File: src/rtl/fft_frame_sequencer.sv
// Frame sequencer around a 16-point FFT: gathers FIR samples into frames, hands each frame
// to the FFT, then scans the returned bins for the largest magnitude.
module fft_frame_sequencer #(
  parameter int unsigned DW   = 16,
  parameter int unsigned NPTS = 16
) (
  input  logic                   CLK,
  input  logic                   RST,
  input  logic                   flush,
  input  logic                   fir_valid,
  input  logic [DW-1:0]          fir_d,
  output logic                   stp_valid,
  output logic [32*NPTS-1:0]     stp_data,
  input  logic                   fft_valid,
  input  logic [32*NPTS-1:0]     fft_data,
  output logic                   freq_valid,
  output logic [3:0]             freq,
  output logic                   overrun,
  output logic [15:0]            frame_cnt
);

  localparam logic [3:0] LastIdx = 4'(NPTS - 1);

  typedef enum logic {StIdle, StScan} state_e;

  // Collector state
  logic [3:0]          wcnt_q, wcnt_d;
  logic [DW-1:0]       sbuf_q [NPTS];
  logic                stp_valid_q, stp_valid_d;
  logic [32*NPTS-1:0]  stp_data_q, stp_data_d;

  // Scanner state
  state_e              state_q, state_d;
  logic [3:0]          idx_q, idx_d;
  logic [32*NPTS-1:0]  rbuf_q;
  logic                rbuf_load;
  logic [32:0]         best_mag_q, best_mag_d;
  logic [3:0]          best_idx_q, best_idx_d;
  logic [3:0]          freq_q, freq_d;
  logic                freq_valid_q, freq_valid_d;
  logic                overrun_q, overrun_d;
  logic [15:0]         frame_cnt_q, frame_cnt_d;

  // Magnitude of the bin currently under the scan pointer
  logic [31:0]         bin_word;
  logic signed [15:0]  bin_re, bin_im;
  logic signed [31:0]  re_sq, im_sq;
  logic [32:0]         mag;
  logic                is_better;
  logic                scan_last;
  logic                accept;

  // Collector next-state: count samples, publish a frame on the 16th
  always_comb begin
    wcnt_d      = wcnt_q;
    stp_valid_d = 1'b0;
    stp_data_d  = stp_data_q;
    if (flush) begin
      wcnt_d = '0;
    end else if (fir_valid) begin
      if (wcnt_q == LastIdx) begin
        for (int k = 0; k < int'(NPTS) - 1; k++) begin
          stp_data_d[32*k +: 32] = {sbuf_q[k], 16'h0000};
        end
        // The last sample bypasses the buffer so the frame is ready one cycle sooner
        stp_data_d[32*(NPTS-1) +: 32] = {fir_d, 16'h0000};
        stp_valid_d = 1'b1;
        wcnt_d      = '0;
      end else begin
        wcnt_d = wcnt_q + 4'd1;
      end
    end
  end

  // Sample buffer needs no reset; wcnt decides which entries are meaningful
  always_ff @(posedge CLK) begin
    if (fir_valid && !flush) begin
      sbuf_q[wcnt_q] <= fir_d;
    end
  end

  // Collector registers; stp_data survives flush because the FFT reads it combinationally
  always_ff @(posedge CLK or posedge RST) begin
    if (RST) begin
      wcnt_q      <= '0;
      stp_valid_q <= 1'b0;
      stp_data_q  <= '0;
    end else begin
      wcnt_q      <= wcnt_d;
      stp_valid_q <= stp_valid_d;
      stp_data_q  <= stp_data_d;
    end
  end

  // Squared magnitude of the current bin, 33 bits so two full-scale squares cannot wrap
  always_comb begin
    bin_word  = rbuf_q[{idx_q, 5'b0} +: 32];
    bin_re    = $signed(bin_word[31:16]);
    bin_im    = $signed(bin_word[15:0]);
    re_sq     = bin_re * bin_re;
    im_sq     = bin_im * bin_im;
    mag       = {1'b0, re_sq} + {1'b0, im_sq};
    is_better = mag > best_mag_q;
    scan_last = (state_q == StScan) && (idx_q == LastIdx);
    accept    = fft_valid && ((state_q == StIdle) || scan_last);
  end

  // Scanner next-state: walk bins, track the strict maximum, report on the last bin
  always_comb begin
    state_d      = state_q;
    idx_d        = idx_q;
    best_mag_d   = best_mag_q;
    best_idx_d   = best_idx_q;
    freq_d       = freq_q;
    freq_valid_d = 1'b0;
    overrun_d    = overrun_q;
    frame_cnt_d  = frame_cnt_q;
    rbuf_load    = 1'b0;
    if (flush) begin
      state_d     = StIdle;
      idx_d       = '0;
      best_mag_d  = '0;
      best_idx_d  = '0;
      freq_d      = '0;
      overrun_d   = 1'b0;
      frame_cnt_d = '0;
    end else begin
      if (state_q == StScan) begin
        if (is_better) begin
          best_mag_d = mag;
          best_idx_d = idx_q;
        end
        idx_d = idx_q + 4'd1;
        if (scan_last) begin
          freq_d       = is_better ? idx_q : best_idx_q;
          freq_valid_d = 1'b1;
          frame_cnt_d  = frame_cnt_q + 16'd1;
          state_d      = StIdle;
        end else if (fft_valid) begin
          // Result arriving mid-scan is dropped; the running scan is left alone
          overrun_d = 1'b1;
        end
      end
      if (accept) begin
        rbuf_load  = 1'b1;
        idx_d      = '0;
        best_mag_d = '0;
        best_idx_d = '0;
        state_d    = StScan;
      end
    end
  end

  // Result buffer is only read while scanning, so it carries no reset
  always_ff @(posedge CLK) begin
    if (rbuf_load) begin
      rbuf_q <= fft_data;
    end
  end

  // Scanner registers
  always_ff @(posedge CLK or posedge RST) begin
    if (RST) begin
      state_q      <= StIdle;
      idx_q        <= '0;
      best_mag_q   <= '0;
      best_idx_q   <= '0;
      freq_q       <= '0;
      freq_valid_q <= 1'b0;
      overrun_q    <= 1'b0;
      frame_cnt_q  <= '0;
    end else begin
      state_q      <= state_d;
      idx_q        <= idx_d;
      best_mag_q   <= best_mag_d;
      best_idx_q   <= best_idx_d;
      freq_q       <= freq_d;
      freq_valid_q <= freq_valid_d;
      overrun_q    <= overrun_d;
      frame_cnt_q  <= frame_cnt_d;
    end
  end

  assign stp_valid  = stp_valid_q;
  assign stp_data   = stp_data_q;
  assign freq_valid = freq_valid_q;
  assign freq       = freq_q;
  assign overrun    = overrun_q;
  assign frame_cnt  = frame_cnt_q;

endmodule

File: config.mk
export PLATFORM = sky130hd
export DESIGN_NAME = fft_frame_sequencer
export DESIGN_NICKNAME = d
export VERILOG_FILES = /design/src/rtl/fft_frame_sequencer.sv
export SDC_FILE = /design/constraint.sdc
export NUM_CORES = 2
export LEC_CHECK = 0
export CORE_AREA = 2 2 414 416
export DETAILED_ROUTE_END_ITERATION = 7
export DIE_AREA = 0 0 416 418
export HOLD_SLACK_MARGIN = 0.15
export SYNTH_ARGS = -nofsm -noshare
export SYNTH_HDL_FRONTEND = slang
export SYNTH_SLANG_ARGS = --single-unit
File: constraint.sdc
create_clock -name CLK -period 60.2 [get_ports CLK]
set_clock_uncertainty 0.05 [all_clocks]
set_input_delay 6.02 -clock CLK [delete_from_list [all_inputs] [get_ports CLK]]
set_output_delay 6.02 -clock CLK [all_outputs]
set_load 0.02 [all_outputs]
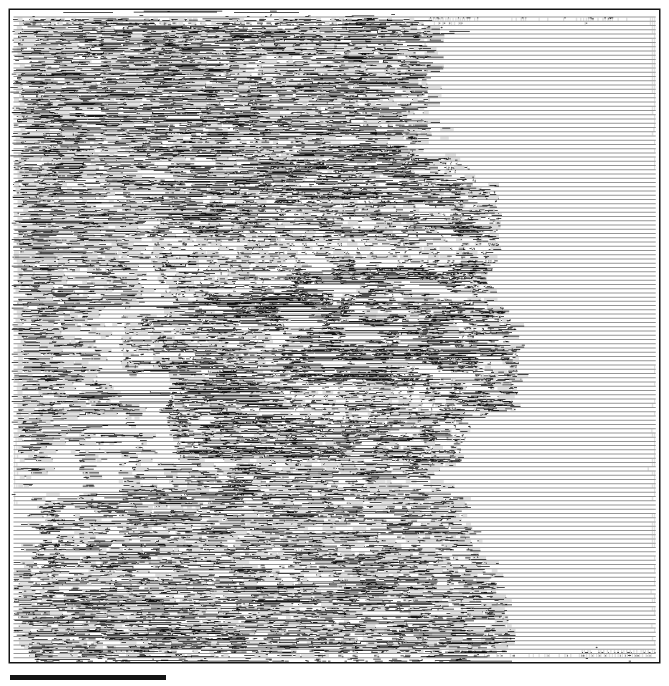
Fig. 1. Met1 routing.
Bar = 100 µm. Supply wires on this layer in gray. Cells faint in the background.
The wires run mostly horizontal. The layer carries 68.8 mm of wire. The layer holds 39% of the routed length.

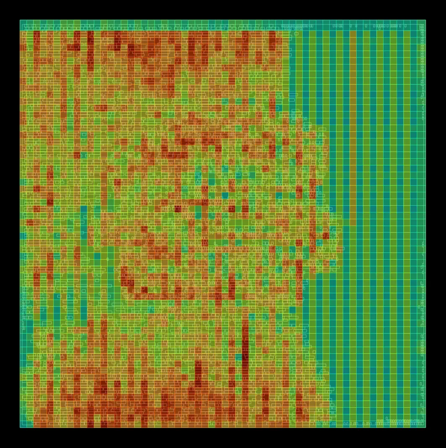
Fig. 2. Congestion heat map.
M3 GR Usage: 3.78%
gr usage total: 20.1%
drt wl/cell: 23.6 µm
busiest grt layer: met2

==> results.json <==
{
  "ys_sh_simple_pct": 4.52,
  "dpl_worst_slack_ps": 46650,
  "fin_crit_sh_pct": 22.8,
  "worst_slew_pin_slew_ps": 1210,
  "post-place-cells": 7293,
  "inverters": 709,
  "final_util_pct": 44.0,
  "fin_ws_ps": 46500,
  "num-multi-input-gates": 2435,
  "period_needed_ps": 13700,
  "edf_count": 752,
  "top_cell": "edfxtp_1",
  "drt_first_iter_violations": 2789,
  "drcViolationCount": 0,
  "overflow": 0,
  "synthArstFlopShare_pct": 30.2,
  "firstDrtPassIters": 7,
  "crit_start": "idx_q[0]$_DFFE_PP0P_",
  "path_class": "reg2reg",
  "die-area_um2": 174000,
  "maxCapViolCount": 0,
  "ys_cells": 4341,
  "viasPerCell": 4.82,
  "startpoint_type": "flip-flop",
  "grtUsageMet1_pct": 25.4,
  "clock.fmax_ghz": 0.0730,
  "status": "finished clean",
  "setup_viol": 0,
  "mux_area_share_pct": 11.3,
  "max_slew_margin_pct": 19.3,
  "reg2reg_from": "idx_q[0]$_DFFE_PP0P_",
  "dp_hpwl_um": 137000,
  "hold_path_end": "stp_data[338]$_DFFE_PP0P_",
  "critical-path-max-stage-delay_ps": 960,
  "htree_num_levels": 3,
  "final-clk-cell-share_pct": 4.71,
  "cts-buffers-inserted": 106,
  "largest_reg_flops": 512
}
